==> src/rtl/note_uart_tx_pkg.sv <==
// Shared types and constants for the note-event UART transmitter.
// Frame byte0 carries a fixed header nibble plus key bit 8.
package note_uart_tx_pkg;

    typedef enum logic [1:0] {
        TX_IDLE  = 2'b00,
        TX_START = 2'b01,
        TX_DATA  = 2'b10,
        TX_STOP  = 2'b11
    } tx_state_t;

    localparam logic [3:0] NOTE_FRAME_HDR = 4'hA;
    localparam logic       UART_LINE_IDLE = 1'b1;

    function automatic logic [7:0] note_hdr_byte(input logic note_msb);
        return {NOTE_FRAME_HDR, 3'b000, note_msb};
    endfunction

endpackage

==> src/rtl/uart_byte_tx.sv <==
// Single-byte 8N1 shifter with baud counter. A start strobe taken on the
// last stop-bit cycle chains the next byte with no idle gap.
module uart_byte_tx
    import note_uart_tx_pkg::*;
#(
    parameter int CLKS_PER_BIT = 10
) (
    input  logic       clk,
    input  logic       rst,
    input  logic       start,
    input  logic [7:0] data,
    output logic       done,
    output logic       uart_tx
);

    localparam int CW = $clog2(CLKS_PER_BIT);
    localparam logic [CW-1:0] CNT_LAST = CW'(CLKS_PER_BIT - 1);
    localparam logic [CW-1:0] CNT_ZERO = CW'(1'b0);
    localparam logic [CW-1:0] CNT_ONE  = CW'(1'b1);

    tx_state_t     state_r, state_s;
    logic [CW-1:0] cnt_r, cnt_s;
    logic [2:0]    bit_r, bit_s;
    logic [7:0]    data_r, data_s;
    logic          tx_r, tx_s;
    logic          wrap_s, done_s;

    // Next-state, shift and line-level logic
    always_comb begin
        state_s = state_r;
        cnt_s   = cnt_r;
        bit_s   = bit_r;
        data_s  = data_r;
        tx_s    = tx_r;
        done_s  = 1'b0;
        wrap_s  = (cnt_r == CNT_LAST);

        if (state_r == TX_IDLE) begin
            cnt_s = CNT_ZERO;
        end else if (wrap_s) begin
            cnt_s = CNT_ZERO;
        end else begin
            cnt_s = cnt_r + CNT_ONE;
        end

        case (state_r)
            TX_IDLE: begin
                if (start) begin
                    state_s = TX_START;
                    data_s  = data;
                    tx_s    = 1'b0;
                end else begin
                    tx_s = UART_LINE_IDLE;
                end
            end
            TX_START: begin
                if (wrap_s) begin
                    state_s = TX_DATA;
                    bit_s   = 3'd0;
                    tx_s    = data_r[0];
                end else begin
                    tx_s = 1'b0;
                end
            end
            TX_DATA: begin
                if (wrap_s) begin
                    if (bit_r == 3'd7) begin
                        state_s = TX_STOP;
                        tx_s    = 1'b1;
                    end else begin
                        // data_r shifts so the next bit is always at [1]
                        bit_s  = bit_r + 3'd1;
                        tx_s   = data_r[1];
                        data_s = {1'b0, data_r[7:1]};
                    end
                end else begin
                    tx_s = tx_r;
                end
            end
            TX_STOP: begin
                if (wrap_s) begin
                    done_s = 1'b1;
                    if (start) begin
                        state_s = TX_START;
                        data_s  = data;
                        tx_s    = 1'b0;
                    end else begin
                        state_s = TX_IDLE;
                        tx_s    = UART_LINE_IDLE;
                    end
                end else begin
                    tx_s = 1'b1;
                end
            end
            default: begin
                state_s = TX_IDLE;
                tx_s    = UART_LINE_IDLE;
            end
        endcase
    end

    // Shifter state registers; line forced idle-high on reset
    always_ff @(posedge clk or negedge rst) begin
        if (!rst) begin
            state_r <= TX_IDLE;
            cnt_r   <= CNT_ZERO;
            bit_r   <= 3'd0;
            data_r  <= 8'h00;
            tx_r    <= UART_LINE_IDLE;
        end else begin
            state_r <= state_s;
            cnt_r   <= cnt_s;
            bit_r   <= bit_s;
            data_r  <= data_s;
            tx_r    <= tx_s;
        end
    end

    assign done    = done_s;
    assign uart_tx = tx_r;

endmodule

==> src/rtl/note_uart_tx.sv <==
// Key-change detector, snapshot FIFO and two-byte frame sequencer that
// reports every Pin_Note change over the UART line.
module note_uart_tx
    import note_uart_tx_pkg::*;
#(
    parameter int CLK_FREQ   = 100_000_000,
    parameter int BAUD       = 9600,
    parameter int FIFO_DEPTH = 4
) (
    input  logic       clk,
    input  logic       rst,
    input  logic       tx_en,
    input  logic [8:0] Pin_Note,
    output logic       uart_tx,
    output logic       busy,
    output logic       overflow
);

    localparam int CLKS_PER_BIT = CLK_FREQ / BAUD;
    localparam int AW = $clog2(FIFO_DEPTH);
    localparam logic [AW:0] PTR_ZERO = (AW + 1)'(1'b0);
    localparam logic [AW:0] PTR_ONE  = (AW + 1)'(1'b1);

    logic [8:0]  prev_r;
    logic        en_q_r;
    logic [8:0]  fifo_r [FIFO_DEPTH];
    logic [AW:0] wr_ptr_r, rd_ptr_r, wr_ptr_s, rd_ptr_s;
    logic        active_r, active_s;
    logic        byte_sel_r, byte_sel_s;
    logic [7:0]  snap_r, snap_s;
    logic        busy_r, busy_s;
    logic        overflow_r, overflow_s;
    logic        empty_s, full_s, en_rise_s, event_s;
    logic        push_s, drop_s, pop_s, start_s, done_s;
    logic [7:0]  byte_s;
    logic [8:0]  head_s;

    // Change detection and FIFO status (extra pointer bit separates full from empty)
    always_comb begin
        empty_s   = (wr_ptr_r == rd_ptr_r);
        full_s    = (wr_ptr_r[AW] != rd_ptr_r[AW]) &&
                    (wr_ptr_r[AW-1:0] == rd_ptr_r[AW-1:0]);
        head_s    = fifo_r[rd_ptr_r[AW-1:0]];
        en_rise_s = tx_en & ~en_q_r;
        event_s   = tx_en & ((Pin_Note != prev_r) | en_rise_s);
    end

    // Frame sequencing: pop, byte0 header, byte1 payload, chaining frames
    always_comb begin
        pop_s      = 1'b0;
        start_s    = 1'b0;
        byte_s     = 8'h00;
        active_s   = active_r;
        byte_sel_s = byte_sel_r;
        snap_s     = snap_r;
        if (!active_r) begin
            if (tx_en && !empty_s) begin
                pop_s      = 1'b1;
                start_s    = 1'b1;
                byte_s     = note_hdr_byte(head_s[8]);
                snap_s     = head_s[7:0];
                byte_sel_s = 1'b0;
                active_s   = 1'b1;
            end else begin
                active_s = 1'b0;
            end
        end else if (done_s) begin
            if (!byte_sel_r) begin
                // byte1 always follows, even after tx_en has dropped
                start_s    = 1'b1;
                byte_s     = snap_r;
                byte_sel_s = 1'b1;
            end else if (tx_en && !empty_s) begin
                pop_s      = 1'b1;
                start_s    = 1'b1;
                byte_s     = note_hdr_byte(head_s[8]);
                snap_s     = head_s[7:0];
                byte_sel_s = 1'b0;
            end else begin
                active_s   = 1'b0;
                byte_sel_s = 1'b0;
            end
        end else begin
            active_s = active_r;
        end
    end

    // Next FIFO pointers, sticky overflow and busy
    always_comb begin
        push_s = event_s & (~full_s | pop_s);
        drop_s = event_s & full_s & ~pop_s;
        if (tx_en) begin
            wr_ptr_s   = push_s ? (wr_ptr_r + PTR_ONE) : wr_ptr_r;
            rd_ptr_s   = pop_s  ? (rd_ptr_r + PTR_ONE) : rd_ptr_r;
            overflow_s = overflow_r | drop_s;
        end else begin
            wr_ptr_s   = PTR_ZERO;
            rd_ptr_s   = PTR_ZERO;
            overflow_s = 1'b0;
        end
        busy_s = active_s | (wr_ptr_s != rd_ptr_s);
    end

    // Control and FIFO storage registers
    always_ff @(posedge clk or negedge rst) begin
        if (!rst) begin
            prev_r     <= 9'h000;
            en_q_r     <= 1'b0;
            wr_ptr_r   <= PTR_ZERO;
            rd_ptr_r   <= PTR_ZERO;
            active_r   <= 1'b0;
            byte_sel_r <= 1'b0;
            snap_r     <= 8'h00;
            busy_r     <= 1'b0;
            overflow_r <= 1'b0;
            for (int i = 0; i < FIFO_DEPTH; i++) begin
                fifo_r[i] <= 9'h000;
            end
        end else begin
            prev_r     <= Pin_Note;
            en_q_r     <= tx_en;
            wr_ptr_r   <= wr_ptr_s;
            rd_ptr_r   <= rd_ptr_s;
            active_r   <= active_s;
            byte_sel_r <= byte_sel_s;
            snap_r     <= snap_s;
            busy_r     <= busy_s;
            overflow_r <= overflow_s;
            if (push_s) begin
                fifo_r[wr_ptr_r[AW-1:0]] <= Pin_Note;
            end
        end
    end

    uart_byte_tx #(
        .CLKS_PER_BIT(CLKS_PER_BIT)
    ) u_byte_tx (
        .clk    (clk),
        .rst    (rst),
        .start  (start_s),
        .data   (byte_s),
        .done   (done_s),
        .uart_tx(uart_tx)
    );

    assign busy     = busy_r;
    assign overflow = overflow_r;

endmodule

==> config.mk <==
export PLATFORM = sky130hd
export DESIGN_NAME = note_uart_tx
export DESIGN_NICKNAME = d
export VERILOG_FILES = /design/src/rtl/note_uart_tx_pkg.sv /design/src/rtl/uart_byte_tx.sv /design/src/rtl/note_uart_tx.sv
export SDC_FILE = /design/constraint.sdc
export NUM_CORES = 1
export LEC_CHECK = 0
export CAP_MARGIN = 25
export CORE_MARGIN = 5
export CORE_UTILIZATION = 55
export DETAILED_ROUTE_END_ITERATION = 10
export PLACE_DENSITY = 0.8
export REMOVE_ABC_BUFFERS = 1
export SLEW_MARGIN = 10
export SYNTH_ARGS = -nofsm -noshare
export SYNTH_HDL_FRONTEND = slang
export SYNTH_SLANG_ARGS = --single-unit
==> constraint.sdc <==
create_clock -name clk -period 3.54 [get_ports clk]
set_input_delay 0.354 -clock clk [delete_from_list [all_inputs] [get_ports clk]]
set_output_delay 0.354 -clock clk [all_outputs]
set_load 0.01 [all_outputs]
**Run 1: metal 3**

Drawn at 4 px/um.
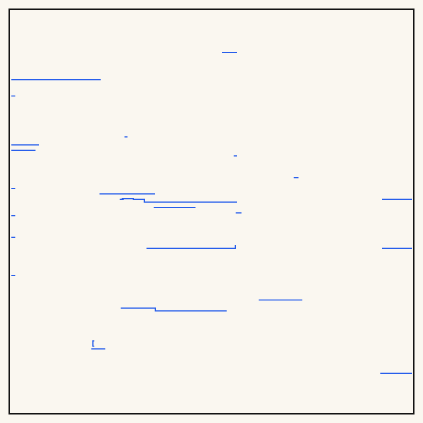
wire length on this layer: 185 um
share of all routed wire: 2.2%
nets with wire on the layer: 17
main direction: horizontal
longest straight run: 23.0 um
final WL: 8250 um
GR Util met3: 0.0367

**Run 1: metal layers overlaid**

Drawn at 4 px/um. Two of the layers only.
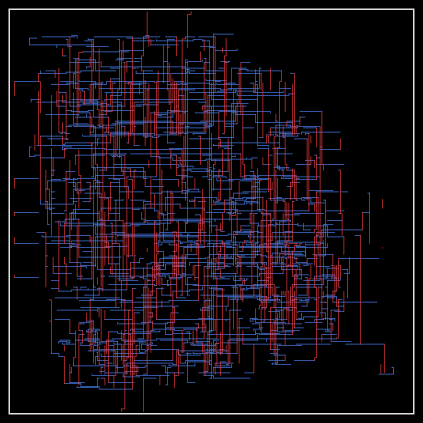
| color | layer | wire length |
|---|---|---|
| red | M2 | 4080 um |
| blue | M1 | 3890 um |
vias: 2822
GRT Total Usage: 0.181
Routed WL per cell: 17.1 um

**Run 1: placement by cell class**

Drawn at 3 px/um.
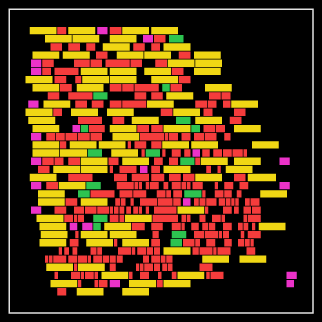
| color | class | cells |
|---|---|---|
| green | clock drivers and dummy loads | 16 |
| magenta | remaining buffers and delay cells | 20 |
| red | remaining logic cells | 250 |
| yellow | registers | 92 |
Design Area, Final: 4970 sq um
core area: 8130 sq um

**Run 1: sequential cells grouped by signal name**

Drawn at 6 px/um. Other sequential cells in the stronger gray, the rest of the logic in the fainter gray.
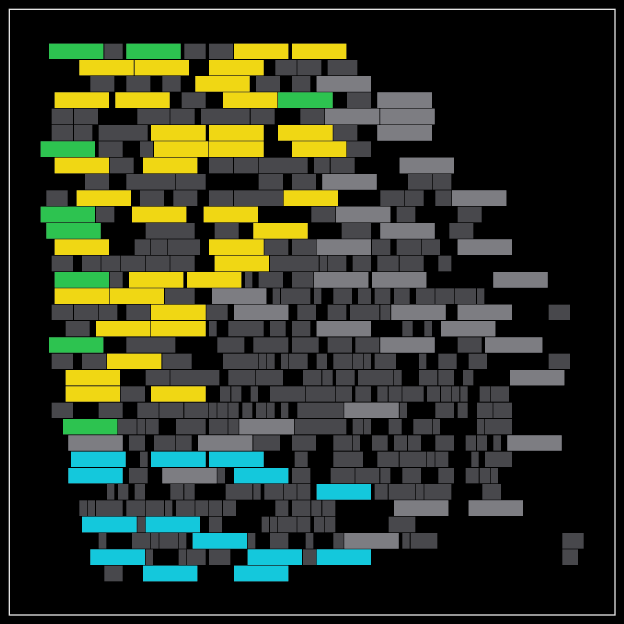
| color | netlist name | sequential cells |
|---|---|---|
| green | prev_r | 9 |
| yellow | fifo_r | 36 |
| cyan | u_byte_tx.cnt_r | 14 |
not colored: 33
Seq/total area: 0.463
Flop area: 2300 sq um
Seq group: 1330 uW
final core occ: 0.611

==> qor.yml, run 1 <==
final_layout:
  comb_share: 0.427
  dominant_cells: "flip-flops and latches"
  nonClockBufferCount: 20
  drive_gt1_frac: 0.257
  non_clock_buffer_area_share: 0.0372
  fill_cells: 620
  fin_cells: 483
  clock_buffers: 9
  n_antenna_cell: 0
  numSequentialCells: 92
  syn_to_final_growth_pct: 9.84
  finish.net_count: 398
final_timing:
  setup_tns_ns: 0
  fin_worst_skew_ns: 0.0122
  slew_violations: 0
  fmax_mhz: 368
  layout_setup_ws_ns: 0.819
  min_period_over_period: 0.769
  rsz0062_at_grt: "false"
  slew-limit-headroom: 0.410
global_routing:
  grt_pass1_wl_um: 14400
  antenna_found_initial: 0
  overflow: 0
placement:
  place_hpwl_um: 5870
  portBuffers: 14
  pre_cts_slack_ns: 0.744
run_status:
  run_status: "finished clean"
clock_tree:
  post_cts_resized: 0
  cts_setup_buffers: 0
  cts_inserted_buffers: 9
  cts.sinks: 92
  clockRootBuffer: "clkbuf_8"
  worst_skew_pair.late_latency_ns: 0.36
  cts.path.max_buffers: 2
pwr:
  p_int_uw: 1730
  p_per_area_nw_per_um2: 477
  finalPower_uw: 2370
  combPwrFrac: 0.155
floorplanning:
  tap_cells: 105
  io-pin-count: 15
  die_area_sq_um: 10100
  fp_util: 0.557
synth:
  topCellsByArea: "dfrtp_1 50%, mux2_2 12%, mux4_2 4.5%"
  yosysTopAreaCell: "dfrtp_1"
  top_cell_area_share: 0.503
  ys_chip_area_sq_um: 4530
  postSynthSeqShare: 0.509
  ys.flop_type: "dfrtp_1"
  synth-edff-count: 0
  ys_async_sr_fraction: 1.00
  netlist_area_sq_um: 4530
routing:
  dr.first_iter.drc_count: 119
  drt-pass1-iter-count: 4
  drt.antenna.violating_nets: 0
  viasPerCell: 5.84
job:
  tool_warnings: 32
hold_path:
  hold_path_class: "in2async"
worst_setup_path:
  cpMaxStageDelayCell: "nor3_4"
  cp_cell_sequence: "ha_1, and4_1, and4_1, a31oi_4, nor3_4, mux2_2"
  cp.arrival_ns: 2.96
  critPathMostFrequentCell: "and4_1"
  cpPeakStageDelay_ns: 0.57
  cp-end-kind: "register"
  startpoint_type: "register"
  setup.worst_path.class: "reg2reg"
==> run 1: timing repair <==
action                                  in CTS  in global routing
hold buffers                                 1                  0
endpoints found under the hold margin       26                  0
endpoints found under the setup margin       0                  0
==> run 1: cells in the final DEF (no fill, tap or decap), types with 2 or more instances in the layout <==
cell type,Yosys,final
a211oi_1,2,2
a21boi_0,2,2
a21oi_1,9,9
a221o_1,2,2
a22o_1,7,7
a31o_2,2,2
and3_1,6,6
and4_1,5,5
buf_4,1,6
clkbuf_8,0,9
clkdlybuf4s50_1,0,13
clkinvlp_4,0,3
dfrtp_1,91,91
ha_1,13,13
inv_1,9,9
inv_8,0,2
mux2_2,50,50
mux2_4,2,2
mux2i_1,4,4
mux4_2,9,9
nand2_1,21,21
nand2b_1,4,4
nand3_1,6,6
nand4_1,8,8
nor2_1,18,18
nor2b_1,2,2
nor3_1,3,3
nor3_4,4,4
o21ai_0,11,11
o31a_1,3,3
or3_1,4,4
xnor2_1,15,15
xor2_1,10,10
==> run 1: layer usage <==
metal / GRT usage / part of all wire
met2: 0.285 / 0.50
met1: 0.253 / 0.47
met4: 0.0570 / 0.010
met5: 0 / 0
met3: 0.0367 / 0.022
==> run 1: kinds of logic (layout without fill, tap and decap cells) <==
family,count (synthesis),after routing,synth area share
AOI/OAI and AO/OA,51,51,0.0843
buffers and inverters,22,45,0.0218
muxes,65,65,0.185
adders and majority gates,13,13,0.0359
xor gates and xnor gates,25,25,0.0484
DFF,92,92,0.509
and+or+nand+nor,87,87,0.116
==> run 1: power by group through the flow <==
stage | clock network (uW) | registers, uW | logic, uW
finish | 676 | 1330 | 367
global route | 743 | 1350 | 406
CTS | 693 | 1330 | 373
detailed placement | 0 | 1350 | 372
global placement | 0 | 1340 | 350
floorplan | 0 | 1310 | 275
==> run 1: final timing paths <==
path	start	end	slack, ns	depth (start not counted)
setup / recovery	u_byte_tx.cnt_r[0]	fifo_r[32]	0.82	6
hold / removal	rst	u_byte_tx.bit_r[2]	0.45	2
setup reg to reg	u_byte_tx.cnt_r[0]	fifo_r[32]	0.82	6
hold reg to reg	u_byte_tx.cnt_r[0]	u_byte_tx.cnt_r[0]	0.48	1
max in group asynchronous	rst	u_byte_tx.data_r[5]	2.25	3
min in group clk	u_byte_tx.cnt_r[0]	u_byte_tx.cnt_r[0]	0.48	1
==> run 1: synth_stat cells, drive strengths merged, types with 5 or more instances <==
master / instances
a21oi: 10
a22o: 7
and3: 6
and4: 5
buf: 6
clkbuf: 7
dfrtp: 91
ha: 13
inv: 9
mux2: 52
mux4: 9
nand2: 21
nand3: 6
nand4: 8
nor2: 18
nor3: 8
o21ai: 11
xnor2: 15
xor2: 10
==> run 1: registers in the layout (all words and copies together) (netlist names) <==
name and count:
u_byte_tx.bit_r 3, busy 1, snap_r 8, u_byte_tx.data_r 8, rd_ptr_r 3, wr_ptr_r 3, prev_r 9, active_r 1
u_byte_tx.state_r 2, en_q_r 1, u_byte_tx.uart_tx 1, byte_sel_r 1, u_byte_tx.cnt_r 14, overflow 1, fifo_r 36
## Run 2: what changed since run 1
Settings changed: PLACE_DENSITY 0.8 to 0.83.
Clock period 3.54 ns to 2.3 ns, I/O delays scaled along.
**Run 2: cell placement**

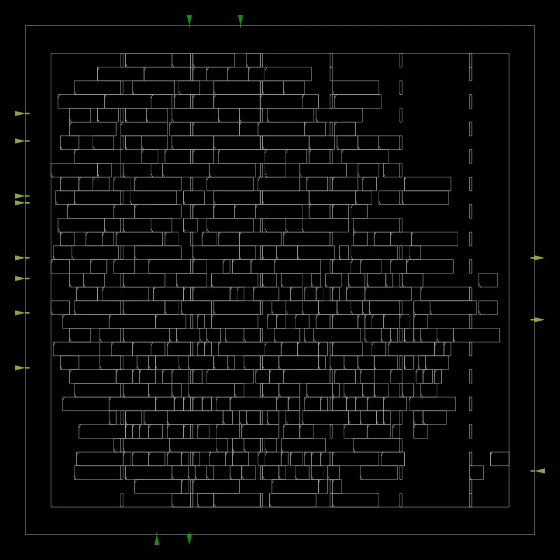
# Taps: 105
row count: 33
Seq cells: 92
# fillers: 548
fin cells: 515

**Run 2: placement by cell class**

Drawn at 3 px/um.
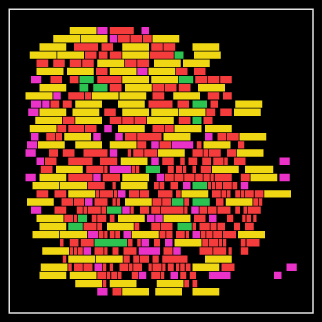
| color | class | cells |
|---|---|---|
| red | remaining logic cells | 250 |
| magenta | remaining buffers and delay cells | 52 |
| yellow | registers | 92 |
| green | clock drivers and dummy loads | 16 |
Seq/total area: 0.435
Design Area, Final: 5290 sq um
final core occ: 0.651

**Run 2: sequential cells grouped by signal name**

Drawn at 6 px/um. Other sequential cells in the stronger gray, the rest of the logic in the fainter gray.
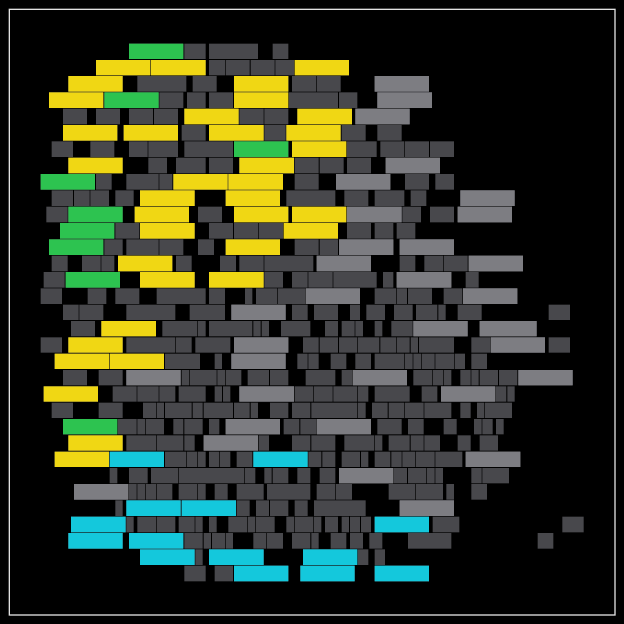
| color | netlist name | sequential cells |
|---|---|---|
| green | prev_r | 9 |
| yellow | fifo_r | 36 |
| cyan | u_byte_tx.cnt_r | 14 |
Seq group: 2040 uW

==> qor.yml, run 2 <==
worst_setup_path:
  cpPeakStageDelay_ns: 0.41
  cpMaxStageDelayCell: "dfrtp_1"
final_timing:
  setup_tns_ns: 0
  slew_violations: 0
  fin_worst_skew_ns: 0.0113
  min_period_over_period: 0.964
  slew-limit-headroom: 0.631
  rsz0062_at_grt: "false"
synth:
  top_cell_area_share: 0.503
  yosysTopAreaCell: "dfrtp_1"
  ys_async_sr_fraction: 1.00
  netlist_area_sq_um: 4530
  synth-edff-count: 0
  synthTopCellsByCount: "91 x dfrtp_1, 50 x mux2_2, 21 x nand2_1"
  postSynthSeqShare: 0.509
routing:
  wire_per_inst_um: 17.0
  vias: 2967
  drt-pass1-iter-count: 4
  drt.antenna.violating_nets: 0
  viasPerCell: 5.76
  totalWireLength_um: 8760
final_layout:
  regMostFlops: "fifo_r"
  drive_gt1_frac: 0.315
  n_antenna_cell: 0
  top_regs: "fifo_r: 36 flops, u_byte_tx.cnt_r: 14 flops, prev_r: 9 flops"
  syn_to_final_growth_pct: 16.9
  most-common-layout-cells: "91 x dfrtp_1, 50 x mux2_2, 34 x buf_4, 21 x nand2_1, 18 x nor2_1"
clock_tree:
  clockRootBuffer: "clkbuf_8"
  cts_inserted_buffers: 9
  cts.sinks: 92
  cts_setup_buffers: 0
  worst_skew_pair.late_latency_ns: 0.36
hold_path:
  hold_path_class: "in2async"
pwr:
  p_int_uw: 2810
  combPwrFrac: 0.161
floorplanning:
  fp_util: 0.557
  core_area_sq_um: 8130
  io-pin-count: 15
  die_area_sq_um: 10100
global_routing:
  antenna_found_initial: 0
  grt_use_total: 0.191
  grt_pass1_wl_um: 15200
  overflow: 0
run_status:
  run_status: "finished clean"
placement:
  place_hpwl_um: 6230
-- run 2: per-layer routing --
metal,wire length (um),vias to the layer above,track usage,part of all wire
met5,0,-,0,0
met4,102,0,0.0508,0.012
met3,298,10,0.0388,0.034
met2,4230,55,0.307,0.48
met1,4130,1507,0.264,0.47
li1,-,1395,-,-
-- run 2: what timing repair did --
action                                 4_1_cts  5_1_grt
hold buffers                                 1        0
endpoints found under the hold margin       41        0
setup endpoints to repair                    1        0
gates resized                                1        0
-- run 2: path summary, 6_finish.rpt --
kind | startpoint | slack (ns) | to | cells after the start
setup reg to reg | u_byte_tx.cnt_r[1] | 0.08 | u_byte_tx.data_r[3] | 7
setup / recovery | u_byte_tx.cnt_r[1] | 0.08 | u_byte_tx.data_r[3] | 7
hold reg to reg | fifo_r[11] | 0.51 | fifo_r[11] | 1
max in group asynchronous | rst | 1.26 | fifo_r[25] | 3
hold / removal | rst | 0.40 | u_byte_tx.bit_r[0] | 2
min in group clk | Pin_Note[6] | 0.45 | prev_r[6] | 1
-- run 2: cell families after synthesis --
group | Yosys count | synth area share
AOI/OAI and AO/OA | 51 | 0.0843
xor gates and xnor gates | 25 | 0.0484
adders and majority gates | 13 | 0.0359
buffers and inverters | 22 | 0.0218
DFF | 92 | 0.509
muxes | 65 | 0.185
and+or+nand+nor | 87 | 0.116
-- run 2: cell type report --
| class | count | area (sq um) |
|---|---|---|
| clock buffers | 9 | 124 |
| clock inverters | 7 | 92.6 |
| fillers | 548 | 2840 |
| inverters | 9 | 33.8 |
| multi-input cells | 241 | 2130 |
| flip-flops and latches | 92 | 2300 |
| well taps | 105 | 131 |
| repair buffers | 52 | 475 |
-- run 2: power groups by stage --
stage	sequential [uW]	clock, uW	combinational [uW]
after floorplan	2020	0	423
after global placement	2040	0	581
after detailed placement	2070	0	612
after CTS	2040	1180	620
after global routing	2080	1250	673
final	2040	1160	612
-- run 2: stage by stage --
stage	instance area [sq um]	hold slack [ns]	setup slack (ns)	util	power (uW)
2_1_floorplan	4460	-0.0656	-0.113	-	2440
3_3_place_gp	5060	0.244	0.0757	0.622	2630
3_5_place_dp	5060	0.254	0.0296	0.622	2690
4_1_cts	5290	0.407	0.0865	0.651	3850
5_1_grt	5290	0.434	0.00823	0.651	4000
6_report	5290	0.398	0.0831	0.651	3810
Power is estimated from default activity; no workload was simulated.
